### Power grid, run 1

The bar under the picture is 20 um long. Pins as bars on the die edge. Tap cells in gray.
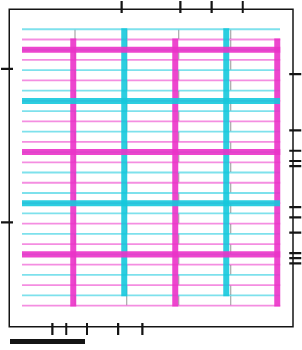
### Placed cells, one color a class, run 1

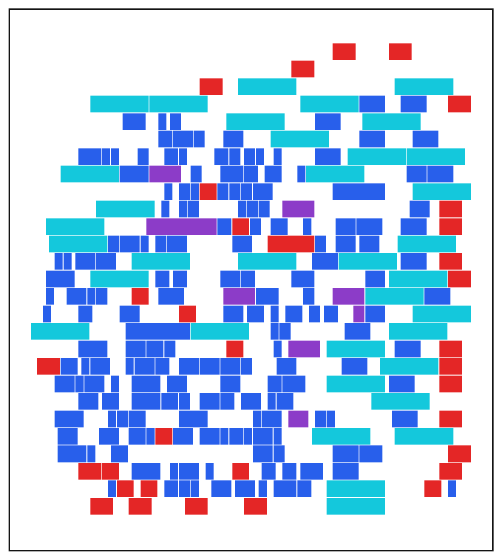
### Clock network drawn from the DEF, run 1

The bar under the picture is 20 um long.
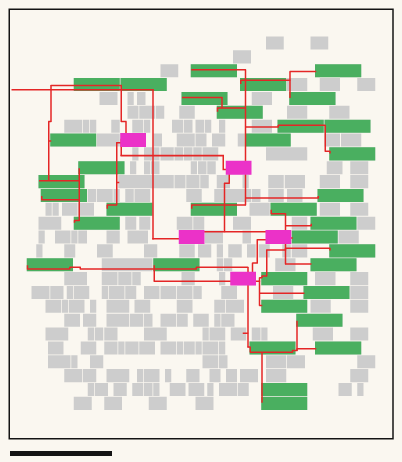
### config.mk
export PLATFORM = sky130hd
export DESIGN_NAME = uart_rx
export DESIGN_NICKNAME = d
export VERILOG_FILES = /design/src/rtl/uart_rx.sv
export SDC_FILE = /design/constraint.sdc
export NUM_CORES = 1
export LEC_CHECK = 0
export CORE_AREA = 3 3 72 81
export CTS_CLUSTER_SIZE = 30
export DETAILED_ROUTE_END_ITERATION = 16
export DIE_AREA = 0 0 75 84
export SETUP_SLACK_MARGIN = 0.1
export SLEW_MARGIN = 20
export SYNTH_ARGS = -nofsm -noshare
export SYNTH_HDL_FRONTEND = slang
export SYNTH_SLANG_ARGS = --single-unit
### constraint.sdc
create_clock -name clk -period 3.11 [get_ports clk]
set_clock_uncertainty 0.15 [all_clocks]
set_input_delay 0.311 -clock clk [delete_from_list [all_inputs] [get_ports clk]]
set_output_delay 0.311 -clock clk [all_outputs]
set_load 0.02 [all_outputs]
### src/rtl/uart_rx.sv
// Oversampling UART receiver: recovers one start/data/[parity]/stop frame per
// pass and strobes the byte out, or pulses a parity/framing error instead.
module uart_rx #(
    parameter int DATA_WIDTH = 8
) (
    input  logic                  clk,
    input  logic                  reset,
    input  logic                  parity_type,
    input  logic                  parity_enable,
    input  logic [5:0]            prescale,
    input  logic                  serial_data_in,
    output logic                  data_valid,
    output logic [DATA_WIDTH-1:0] parallel_data,
    output logic                  parity_error,
    output logic                  frame_error
);

    localparam int BW = $clog2(DATA_WIDTH) + 1;

    typedef enum logic [2:0] {IDLE, START, DATA, PARITY, STOP, DATA_VALID} state_t;

    state_t                state;
    logic [5:0]            edge_cnt;
    logic [BW-1:0]         bit_cnt;
    logic [DATA_WIDTH-1:0] shift_reg;
    logic [2:0]            smp;

    logic [5:0] half;
    logic [5:0] last_edge;
    logic       bit_end;
    logic       bit_val;

    assign half      = {1'b0, prescale[5:1]};
    assign last_edge = prescale - 6'd1;
    assign bit_end   = (edge_cnt == last_edge);
    // majority of the three mid-bit samples, settled from edge half+2 onward
    assign bit_val   = (smp[0] & smp[1]) | (smp[0] & smp[2]) | (smp[1] & smp[2]);

    always_ff @(posedge clk or posedge reset) begin
        if (reset) begin
            state         <= IDLE;
            edge_cnt      <= '0;
            bit_cnt       <= '0;
            shift_reg     <= '0;
            smp           <= '0;
            data_valid    <= 1'b0;
            parallel_data <= '0;
            parity_error  <= 1'b0;
            frame_error   <= 1'b0;
        end else begin
            data_valid   <= 1'b0;
            parity_error <= 1'b0;
            frame_error  <= 1'b0;
            edge_cnt     <= bit_end ? 6'd0 : edge_cnt + 6'd1;

            if (edge_cnt == half - 6'd1) smp[0] <= serial_data_in;
            if (edge_cnt == half)        smp[1] <= serial_data_in;
            if (edge_cnt == half + 6'd1) smp[2] <= serial_data_in;

            case (state)
                IDLE: begin
                    // the detecting cycle is edge 0, so the next one is edge 1
                    if (!serial_data_in) begin
                        state    <= START;
                        edge_cnt <= 6'd1;
                    end else begin
                        edge_cnt <= '0;
                    end
                end
                START: begin
                    if (edge_cnt == half + 6'd2 && bit_val) begin
                        frame_error <= 1'b1;
                        state       <= IDLE;
                        edge_cnt    <= '0;
                    end else if (bit_end) begin
                        state   <= DATA;
                        bit_cnt <= '0;
                    end
                end
                DATA: begin
                    if (bit_end) begin
                        shift_reg <= {bit_val, shift_reg[DATA_WIDTH-1:1]};
                        if (bit_cnt == BW'(DATA_WIDTH - 1))
                            state <= parity_enable ? PARITY : STOP;
                        else
                            bit_cnt <= bit_cnt + 1'b1;
                    end
                end
                PARITY: begin
                    if (bit_end) begin
                        if (bit_val != ((^shift_reg) ^ parity_type)) begin
                            parity_error <= 1'b1;
                            state        <= IDLE;
                        end else begin
                            state <= STOP;
                        end
                    end
                end
                STOP: begin
                    if (bit_end) begin
                        if (!bit_val) begin
                            frame_error <= 1'b1;
                            state       <= IDLE;
                        end else begin
                            data_valid    <= 1'b1;
                            parallel_data <= shift_reg;
                            state         <= DATA_VALID;
                        end
                    end
                end
                DATA_VALID: begin
                    if (!serial_data_in) begin
                        state    <= START;
                        edge_cnt <= 6'd1;
                    end else begin
                        state    <= IDLE;
                        edge_cnt <= '0;
                    end
                end
                default: begin
                    state    <= IDLE;
                    edge_cnt <= '0;
                end
            endcase
        end
    end

endmodule

==> PnR_summary.wiki, run 1 <==
=== Synthesis and place and route ===
{| class="wikitable"
! Metric !! Value
|-
| Number of max-slew violations in the final report || 0
|-
| Most instantiated library cell after synthesis || dfrtp_1
|-
| Boundary pin count || 22
|-
| Worst path cell trace || clkdlybuf4s50_1 > inv_1 > ha_1 > nand2b_1 > a21o_1 > a2111oi_4 > nand2_4 > nor2_4 > mux2_2
|-
| Worst endpoint data arrival time || 2.68 ns
|-
| Max Cap Viol || 0
|-
| Clock network power share || 23.6%
|-
| CTS root buf || clkbuf_8
|-
| Number of storage elements in the synthesis netlist || 35
|-
| Max incr delay on CP || 0.52 ns
|-
| Most instantiated flip-flop cell in the synthesis netlist || dfrtp_1
|-
| Status || finished, final reports clean
|-
| Worst setup EP type || register
|-
| Number of hold buffers added after CTS || 0
|-
| Top Layout Cells || dfrtp_1 (35), xnor2_1 (22), clkdlybuf4s50_1 (21), mux2_2 (18), nor2_1 (15)
|-
| Dpl hpwl || 3360 um
|-
| CTS-repair resized insts || 0
|-
| Post-CTS clock slew at the launch and capture registers of the worst setup and hold paths || 0.08 ns
|-
| Final net count || 277
|-
| Overflow left after global routing || 0
|-
| Via density || 5.46
|-
| Pwr per Cell Area || 648 mW/mm^2
|-
| Largest net degree at the start of global routing || 36
|-
| Total of endpoints with negative setup slack in the final report || 0
|-
| Number of nets at floorplan || 245
|-
| Initial antenna violation count || 0
|-
| Via count || 1724
|-
| Area reported by Yosys stat || 0.00226 mm^2
|-
| Main area contributors after synthesis || dfrtp_1 (39%), mux2_2 (9.0%), xnor2_1 (8.5%)
|-
| Die Area || 0.00630 mm^2
|-
| Later-pin clock latency in the skew report || 0.29 ns
|-
| Synth Area per Inst || 10.1 um^2
|-
| Hold Violations, Final || 0
|-
| Global-route wire length before repair || 7740 um
|-
| Max H-tree Level || 2
|-
| Period Utilization, post-route || 85.5%
|-
| Initial Utilization || 45.0%
|-
| Number of cells produced by synthesis || 225
|-
| Commonest cells in the netlist || dfrtp_1 (35), xnor2_1 (22), mux2_2 (18), nor2_1 (15), inv_1 (14)
|-
| Worst reg2reg startpoint || edge_cnt[3]$_DFF_PP0_
|-
| Vias in the first global route || 1644
|-
| Count of buffers inserted at the top-level ports || 21
|-
| Clock tree from TritonCTS || yes
|-
| Transition time at the pin with the least slew margin || 0.450 ns
|-
| Longest Clk Path Bufs || 2
|-
| Sinks on the clock net || 35
|-
| Fraction of final layout cells sized beyond drive strength 1 || 17.1%
|-
| Critical path class || primary input to register
|-
| Logic gate share of total power || 38.8%
|-
| Detailed Route WL || 4500 um
|-
| Static Leak || 1.21 nW
|-
| Number of distinct library cell variants in the gate-level netlist after synthesis || 50
|-
| Post-synth tally of flip-flops with integrated enable || 0
|-
| Die width || 75 um
|-
| Netlist area before placement || 0.00226 mm^2
|-
| Final non-filler cell total || 316
|-
| Fraction of the yosys area taken by sequential cells || 38.7%
|-
| Max-area cell share || 38.7%
|-
| Most common cell after layout, fill and taps aside || dfrtp_1
|-
| Buffer count from post-CTS setup fixing || 0
|-
| DRC marker count from the first detailed-route iteration || 69
|-
| CTS Buf Count || 5
|-
| Total tool warning count || 30
|-
| Cell with the biggest individual delay on the critical path || clkdlybuf4s50_1
|-
| Startpoint kind of the worst setup timing path || primary input
|-
| Max Clk Rate || 0.376 GHz
|-
| Critical path fanouts, max || 9
|-
| Std cell rows || 27
|-
| Weighted congestion at the end of routability-driven global placement || 0.843
|-
| Worst supply voltage drop on vdd || 0.426 mV
|-
| Worst r2r dst || frame_error$_DFF_PP0_
|-
| DRC violations left || 0
|-
| Tot GR Track Use || 15.7%
|-
| Max-slew headroom at the worst pin || 70.0%
|-
| Setup crit end || parallel_data[6]$_DFFE_PP0P_
|-
| Setup slack of the most critical reg-to-reg path || 0.79 ns
|-
| # Cells Yosys || 225
|-
| Area added between synthesis and finish || 20.4%
|-
| Reg2Reg Depth || 5
|-
| Post-Route Setup TNS || 0 ns
|-
| Number of search-and-repair iterations in the first detailed-routing pass || 4
|-
| Shortest period the worst path allows || 2.66 ns
|-
| Antenna cells || 0
|-
| Unrepaired setup endpoints after global routing || false
|-
| Worst Setup SP || prescale[0]
|-
| Part of the total power dissipated in sequential elements || 37.5%
|-
| Fraction of power spent switching nets || 36.5%
|-
| NetSw || 644 uW
|}
Back to the opening pictures, 'Power grid':
VDD -> cyan
VSS -> magenta
met5 straps = 5
rows = 27
signal pins = 22
met4 straps = 5

Back to the opening pictures, 'Placed cells, one color a class':
remaining logic cells -> blue  # cells 182
clock drivers and dummy loads -> purple  # cells 8
sequential cells -> cyan  # cells 35
remaining buffers and delay cells -> red  # cells 33

Back to the opening pictures, 'Clock network drawn from the DEF':
clock wires -> red  # length 524 um
clock-net drivers -> magenta  # count 5
flip-flops -> green  # count 35
routed clock nets = 6

run 1: worst max-delay path: cells and delay by family:
family                   cells  cell delay (ns)
adder cells (fa/ha/maj)      1             0.21
multiplexers                 1             0.36
AND-OR/OR-AND                2             0.66
AND/OR/NAND/NOR              3             0.56
buffers and inverters        2             0.58
run 1: through the flow:
step                util [%]  instance area, um^2  setup WS, ns  power [mW]  hold WS (ns)
finish                  54.1                 2730         0.451        1.77         0.270
floorplan                  -                 2260         0.667        1.18         0.274
CTS                     54.1                 2730         0.432        1.78         0.291
global placement        51.9                 2610         0.148        1.35         0.322
detailed placement      51.9                 2610         0.126        1.36         0.329
global route            54.1                 2730         0.299        1.90         0.323
run 1: cell families (layout without fill, tap and decap cells):
family                     Yosys count  count (layout)  synth area share, %
AOI/OAI and AO/OA                   38              38                 12.3
xor gates and xnor gates            33              33                 13.4
adders and majority gates           10              10                 5.42
buffers and inverters               22              55                 3.92
DFF                                 35              35                 38.7
muxes                               22              22                 10.7
and+or+nand+nor                     65              65                 15.5
run 1: power groups by stage:
stage               Combinational (mW)  Sequential [mW]  Clock (mW)
floorplan                        0.574            0.608           0
global placement                 0.681            0.674           0
detailed placement               0.689            0.675           0
CTS                              0.692            0.665       0.427
global route                     0.768            0.684       0.450
finish                           0.686            0.663       0.417
run 1: area by class of cell:
cell class,count,area [um^2]
Clock buffer,5,68.8
Clock inverter,3,43.8
Fill cell,466,2310
Inverter,14,52.6
Multi-Input combinational cell,168,1300
Sequential cell,35,876
Tap cell,58,72.6
Timing Repair Buffer,33,313
run 1: layer usage:
layer	wire, um	GRT usage [%]
met5	0	0
met4	29	3.88
met3	142	3.25
met2	2100	24.3
met1	2220	21.9
--- run 2 (diff from run 1) ---
- clock period: 3.11 -> 3.4 ns (I/O delays scaled with it)
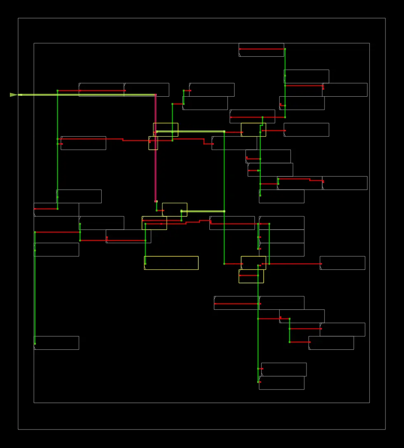
*Clock routing, run 2*
later-pin clock latency in the skew report: 0.28 ns
sinks on the clock net: 35

==> run 2 against run 1 <==
Against the previous run:
- hold slack gained 0.038 ns
- register-to-register slack gained 0.08 ns
- largest cell class unchanged
- core utilization shrank 1.0 points
- first-iteration DRC count grew 5.8%
- critical path depth is the same
- highest routed layer unchanged
==> PnR_summary.wiki, run 2 <==
=== Synthesis and place and route ===
{| class="wikitable"
! Metric !! Value
|-
| CTS Buf Count || 5
|-
| Clock tree from TritonCTS || yes
|-
| Fraction of final layout cells sized beyond drive strength 1 || 15.1%
|-
| Max power group || sequential cells
|-
| Part of the total power dissipated in sequential elements || 39.2%
|-
| Detailed Route WL || 4390 um
|-
| Max Cap Viol || 0
|-
| Overflow left after global routing || 0
|-
| Cell area after placement || 0.00255 mm^2
|-
| Top Layout Cells || dfrtp_1 (35), xnor2_1 (22), clkdlybuf4s50_1 (21), mux2_2 (18), nor2_1 (15)
|-
| Async S/R FF share, synth || 100%
|-
| Critical path fanouts, max || 9
|-
| Cell Int Power || 1.02 mW
|-
| NetSw || 578 uW
|-
| Main area contributors after synthesis || dfrtp_1 (39%), mux2_2 (9.0%), xnor2_1 (8.5%)
|-
| Die Area || 0.00630 mm^2
|-
| Count of warnings emitted by yosys || 0
|-
| Std cell rows || 27
|-
| Number of hold buffers added after CTS || 0
|-
| Total tool warning count || 30
|-
| Buffer count from post-CTS setup fixing || 0
|-
| Count of buffers inserted at the top-level ports || 21
|-
| Number of max-slew violations in the final report || 0
|-
| Cell Count Post-Placement || 302
|-
| Number of cells produced by synthesis || 225
|-
| # Cells Yosys || 225
|-
| Tot Pwr || 1.59 mW
|-
| Initial Utilization || 45.0%
|-
| Max Clk Rate || 0.351 GHz
|-
| Final design utilization || 53.1%
|-
| Dpl hpwl || 3380 um
|-
| CTS-repair resized insts || 0
|-
| Boundary pin count || 22
|-
| Synth Area per Inst || 10.1 um^2
|-
| Period Utilization, post-route || 83.8%
|-
| Worst supply voltage drop on vdd || 0.384 mV
|-
| Antenna cells || 0
|-
| Worst Hold Margin || 0.308 ns
|-
| Max-slew headroom at the worst pin || 64.2%
|-
| Shortest period the worst path allows || 2.85 ns
|-
| Power consumed by the clock network || 387 uW
|-
| Max H-tree Level || 2
|-
| Remaining number of nets flagged by the antenna check after routing || 0
|-
| Cell with the biggest individual delay on the critical path || clkdlybuf4s50_1
|-
| Number of storage elements in the synthesis netlist || 35
|-
| Worst reg2reg startpoint || edge_cnt[2]$_DFF_PP0_
|-
| Area added between synthesis and finish || 18.1%
|-
| Longest Clk Path Bufs || 2
|-
| Unrepaired setup endpoints after global routing || false
|-
| Commonest cells in the netlist || dfrtp_1 (35), xnor2_1 (22), mux2_2 (18), nor2_1 (15), inv_1 (14)
|-
| Post-synth tally of flip-flops with integrated enable || 0
|-
| Final critical-path setup slack || 0.552 ns
|-
| Transition time at the pin with the least slew margin || 0.532 ns
|-
| Status || finished, final reports clean
|-
| Vias in the first global route || 1693
|-
| Via density || 5.43
|-
| Post-CTS clock slew at the launch and capture registers of the worst setup and hold paths || 0.07 ns
|-
| Final net count || 271
|-
| Netlist area before placement || 0.00226 mm^2
|-
| Worst setup timing slack at the placement stage || 0.240 ns
|-
| Fraction of the yosys area taken by sequential cells || 38.7%
|-
| CTS root buf || clkbuf_8
|-
| Total of endpoints with negative setup slack in the final report || 0
|-
| Max incr delay on CP || 0.53 ns
|-
| Static Leak || 1.18 nW
|-
| Worst endpoint data arrival time || 2.87 ns
|-
| Most instantiated library cell after synthesis || dfrtp_1
|-
| Worst path cell trace || clkdlybuf4s50_1 > inv_1 > ha_1 > nand2b_1 > a21o_1 > a2111oi_4 > nand2_4 > nor2_2 > mux2_2
|-
| Startpoint kind of the worst setup timing path || primary input
|-
| Fraction of power spent switching nets || 36.3%
|-
| Clock network power share || 24.3%
|-
| Final non-filler cell total || 310
|-
| Vertical die size || 84 um
|-
| Area reported by Yosys stat || 0.00226 mm^2
|-
| Worst Setup SP || prescale[0]
|-
| Die width || 75 um
|-
| Worst setup EP type || register
|-
| Logic gate share of total power || 36.5%
|-
| Max-area cell share || 38.7%
|-
| Largest area contributor in the synthesized netlist || dfrtp_1
|-
| Design area || 0.00267 mm^2
|-
| Number of search-and-repair iterations in the first detailed-routing pass || 4
|-
| Via count || 1682
|-
| Hold Path Class || primary input to async pin
|-
| Critical path class || primary input to register
|-
| Most instantiated flip-flop cell in the synthesis netlist || dfrtp_1
|-
| Most common cell after layout, fill and taps aside || dfrtp_1
|-
| Global-route wire length before repair || 8000 um
|-
| Largest net degree at the start of global routing || 36
|-
| DRC violations left || 0
|-
| Per-cell routed wire length || 14.2 um
|-
| Initial antenna violation count || 0
|-
| Number of nets at floorplan || 245
|-
| Tot GR Track Use || 16.1%
|-
| Required time of the worst setup path || 3.42 ns
|-
| Seq group || 624 uW
|-
| Weighted congestion at the end of routability-driven global placement || 0.817
|-
| Hold Violations, Final || 0
|-
| Number of distinct library cell variants in the gate-level netlist after synthesis || 50
|-
| Post-Route Setup TNS || 0 ns
|-
| DRC marker count from the first detailed-route iteration || 73
|-
| Pwr per Cell Area || 596 mW/mm^2
|-
| Core Box Area || 0.00503 mm^2
|-
| Power dissipated in combinational cells || 582 uW
|}
-- run 2: netlist changes by cell type in the layout (fill, tap and decap cells not counted), sizes merged --
cell	delta
clkbuf	+1
clkinv	-1
buf	-6
-- run 2: final cells by class --
cell class	instances	area, um^2
Sequential cell	35	876
Multi-Input combinational cell	168	1300
Clock buffer	6	82.6
Inverter	14	52.6
Tap cell	58	72.6
Clock inverter	2	35.0
Timing Repair Buffer	27	255
Fill cell	483	2360
-- run 2: cell families (layout without fill, tap and decap cells) --
family                     count (synthesis)  count (layout)  synth area share [%]
and+or+nand+nor                           65              65                  15.5
xor gates and xnor gates                  33              33                  13.4
adders and majority gates                 10              10                  5.42
DFF                                       35              35                  38.7
muxes                                     22              22                  10.7
AOI/OAI and AO/OA                         38              38                  12.3
buffers and inverters                     22              49                  3.92
-- run 2: critical path, delay by kind of cell --
kind | cells | cell delay (ns)
muxes | 1 | 0.39
buffers and inverters | 2 | 0.59
AOI/OAI and AO/OA | 2 | 0.66
adders and majority gates | 1 | 0.21
and+or+nand+nor | 3 | 0.67
-- run 2: metal layers --
layer	vias up	GRT usage, %	part of all wire [%]
li1	845	-	-
met1	801	21.8	47
met2	32	26.0	49
met3	4	3.37	3.5
met4	0	3.88	0.82
met5	-	0	0
-- run 2: final timing paths --
kind                       slack, ns                       end  cells after the start
setup / recovery                0.55  shift_reg[5]$_DFFE_PP0P_                      9
hold / removal                  0.31        smp[0]$_DFFE_PP0N_                      3
setup reg to reg                0.87  shift_reg[5]$_DFFE_PP0P_                      6
hold reg to reg                 0.34        smp[1]$_DFFE_PP0N_                      2
max in group asynchronous       2.48    parity_error$_DFF_PP0_                      3
min in group clk                0.34        smp[1]$_DFFE_PP0N_                      2
--- run 3 (diff from run 2) ---
- PLACE_DENSITY: not set -> 0.66
- clock period: 3.4 -> 2.4 ns (I/O delays scaled with it)
==> run 3 against run 2 <==
Against the previous run:
- synthesized cell count unchanged
- final cell count increased by 13%
- critical endpoint is now shift_reg[0]$_DFFE_PP0P_
- core utilization increased by 8.5 points
- combinational power increased by 100%
- largest power group is now combinational cells
- design area increased by 16%
- sequential share of layout area decreased by 4.5 points
==> PnR_summary.wiki, run 3 <==
=== Synthesis and place and route ===
{| class="wikitable"
! Metric !! Value
|-
| Status || finished, final reports clean
|-
| Cell with the biggest individual delay on the critical path || a2111oi_4
|-
| Setup slack of the most critical reg-to-reg path || 0.23 ns
|-
| Max H-tree Level || 2
|-
| Boundary pin count || 22
|-
| Worst endpoint data arrival time || 2.23 ns
|-
| Part of the total power dissipated in sequential elements || 31.8%
|-
| Number of nets at floorplan || 245
|-
| Most common cell after layout, fill and taps aside || buf_4
|-
| Cell Count Post-Placement || 334
|-
| Logic gate share of total power || 47.1%
|-
| Sinks on the clock net || 35
|-
| Most instantiated library cell after synthesis || dfrtp_1
|-
| Per-cell routed wire length || 14.2 um
|-
| Number of max-slew violations in the final report || 0
|-
| NetSw || 904 uW
|-
| Largest net degree at the start of global routing || 36
|-
| Remaining number of nets flagged by the antenna check after routing || 0
|-
| Longest Clk Path Bufs || 2
|-
| Fraction of final layout cells sized beyond drive strength 1 || 32.6%
|-
| Total of endpoints with negative setup slack in the final report || 0
|-
| Die Area || 0.00630 mm^2
|-
| Vias in the first global route || 1866
|-
| Vertical die size || 84 um
|-
| Later-pin clock latency in the skew report || 0.29 ns
|-
| Async S/R FF share, synth || 100%
|-
| Met2 wire length || 2340 um
|-
| Post-synth tally of flip-flops with integrated enable || 0
|-
| Most instantiated flip-flop cell in the synthesis netlist || dfrtp_1
|-
| Number of search-and-repair iterations in the first detailed-routing pass || 4
|-
| Worst reg2reg startpoint || edge_cnt[3]$_DFF_PP0_
|-
| Global-route wire length before repair || 8830 um
|-
| GRT met1 Usage || 25.1%
|-
| Area reported by Yosys stat || 0.00226 mm^2
|-
| Startpoint kind of the worst setup timing path || primary input
|-
| Dpl hpwl || 3700 um
|-
| Max Used Layer || met4
|-
| Area added between synthesis and finish || 37.0%
|-
| Via count || 1844
|-
| Met3 Wirelength || 135 um
|-
| Number of storage elements in the synthesis netlist || 35
|-
| Netlist area before placement || 0.00226 mm^2
|-
| Tot GR Track Use || 17.7%
|-
| Reg2Reg Depth || 7
|-
| Main area contributors after synthesis || dfrtp_1 (39%), mux2_2 (9.0%), xnor2_1 (8.5%)
|-
| Worst setup EP type || register
|-
| Met2 track utilization from global routing || 27.6%
|-
| WL met1 || 2440 um
|-
| Initial antenna violation count || 0
|-
| Worst Hold Margin || 0.209 ns
|-
| Hold Path Class || primary input to async pin
|-
| Count of buffers inserted at the top-level ports || 21
|-
| DRC marker count from the first detailed-route iteration || 74
|-
| Max-area cell share || 38.7%
|-
| Crit. path cell count || 11
|-
| Max incr delay on CP || 0.41 ns
|-
| Design area || 0.00310 mm^2
|-
| Cell area after placement || 0.00280 mm^2
|-
| Top Layout Cells || buf_4 (42), dfrtp_1 (34), xnor2_1 (19), clkdlybuf4s50_1 (16), nor2_1 (15)
|-
| Worst setup timing slack at the placement stage || -0.471 ns
|-
| CTS root buf || clkbuf_8
|-
| DRC violations left || 0
|-
| Core Box Area || 0.00503 mm^2
|-
| Required time of the worst setup path || 2.43 ns
|-
| Worst r2r dst || shift_reg[0]$_DFFE_PP0P_
|-
| Shortest period the worst path allows || 2.21 ns
|-
| Weighted congestion at the end of routability-driven global placement || 0.839
|-
| Setup crit end || shift_reg[0]$_DFFE_PP0P_
|-
| Static Leak || 1.41 nW
|-
| Via density || 5.28
|-
| Antenna cells || 0
|-
| Max Clk Rate || 0.453 GHz
|-
| Die width || 75 um
|-
| Critical path fanouts, max || 5
|-
| Commonest cells in the netlist || dfrtp_1 (35), xnor2_1 (22), mux2_2 (18), nor2_1 (15), inv_1 (14)
|-
| Count of warnings emitted by yosys || 0
|-
| Met3 track demand over resource in global routing || 3.61%
|-
| # Cells Yosys || 225
|-
| Synth Area per Inst || 10.1 um^2
|-
| Critical path class || primary input to register
|-
| Final critical-path setup slack || 0.192 ns
|-
| Buffers & Inverters on Critical Path || 4
|-
| Max-slew headroom at the worst pin || 66.0%
|-
| Pwr per Cell Area || 815 mW/mm^2
|-
| Initial Utilization || 45.0%
|-
| Std cell rows || 27
|-
| Fraction of the yosys area taken by sequential cells || 38.7%
|-
| Worst path cell trace || dlygate4sd2_1 > inv_2 > buf_6 > ha_4 > a21boi_4 > xnor2_2 > a2111oi_4 > nand2_4 > nor2_4 > buf_4 > mux2_2
|-
| Most Crowded Layer GR || met2
|-
| Max Cap Viol || 0
|-
| Number of cells produced by synthesis || 225
|-
| Clock tree from TritonCTS || yes
|-
| Post-CTS clock slew at the launch and capture registers of the worst setup and hold paths || 0.07 ns
|-
| Final net count || 310
|-
| Clock network power share || 21.1%
|-
| Number of distinct library cell variants in the gate-level netlist after synthesis || 50
|-
| Hold Violations, Final || 0
|-
| Post-Route Setup TNS || 0 ns
|}
## run 3: cell count changes in the layout (fill, tap and decap cells not counted), moves of 3 or more
cell | before | now
buf_4 | 6 | 42
mux2_2 | 18 | 11
mux2_4 | 0 | 7
xnor2_2 | 0 | 3
clkdlybuf4s50_1 | 21 | 16
xnor2_1 | 22 | 19
ha_1 | 9 | 6
dlygate4sd2_1 | 0 | 4
## run 3: metrics by stage
step           power, mW  utilization, %
4_1_cts             2.49            60.3
3_3_place_gp        1.87            55.6
3_5_place_dp        1.90            55.6
6_report            2.53            61.6
2_1_floorplan       1.53               -
5_1_grt             2.72            61.6
## run 3: power groups by stage
stage | logic [mW] | clock network, mW | registers [mW]
after global routing | 1.32 | 0.577 | 0.820
after global placement | 1.06 | 0 | 0.814
after detailed placement | 1.08 | 0 | 0.815
final | 1.19 | 0.533 | 0.804
after floorplan | 0.746 | 0 | 0.788
after CTS | 1.14 | 0.543 | 0.807
## run 3: timing repair
action / in CTS / in global routing
buffers inserted: 4 / 2
resized: 24 / 13
pin swaps: 10 / 7
hold endpoints to repair: 0 / 0
hold buffers: 0 / 0
gates cloned: 1 / 0
setup endpoints to repair: 34 / 26
## run 3: layout make-up
| type | instances | area [um^2] | share of cell area (%) |
|---|---|---|---|
| clock buffer | 5 | 68.8 | 2.22 |
| clock inverter | 3 | 43.8 | 1.41 |
| inverter | 14 | 52.6 | 1.69 |
| multi-input combinational | 169 | 1440 | 46.4 |
| sequential | 35 | 877 | 28.3 |
| tap | 58 | 72.6 | 2.34 |
| timing repair buffer | 65 | 547 | 17.6 |
## run 3: cells by family after synthesis
family	share of synthesized area, %
XOR/XNOR	13.4
flip-flops	38.7
AND/OR/NAND/NOR	15.5
AND-OR/OR-AND	12.3
adder cells (fa/ha/maj)	5.42
multiplexers	10.7
buffers and inverters	3.92
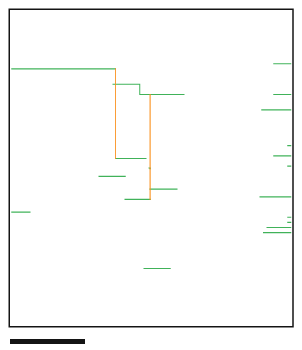
*Signal wires by layer, run 3*
The bar under the picture is 20 um long. Two of the layers only.
M4 -> orange  # wire length 51.7 um
M3 -> green  # wire length 136 um

No activity file was given, so power comes from the tool's default toggle rates.
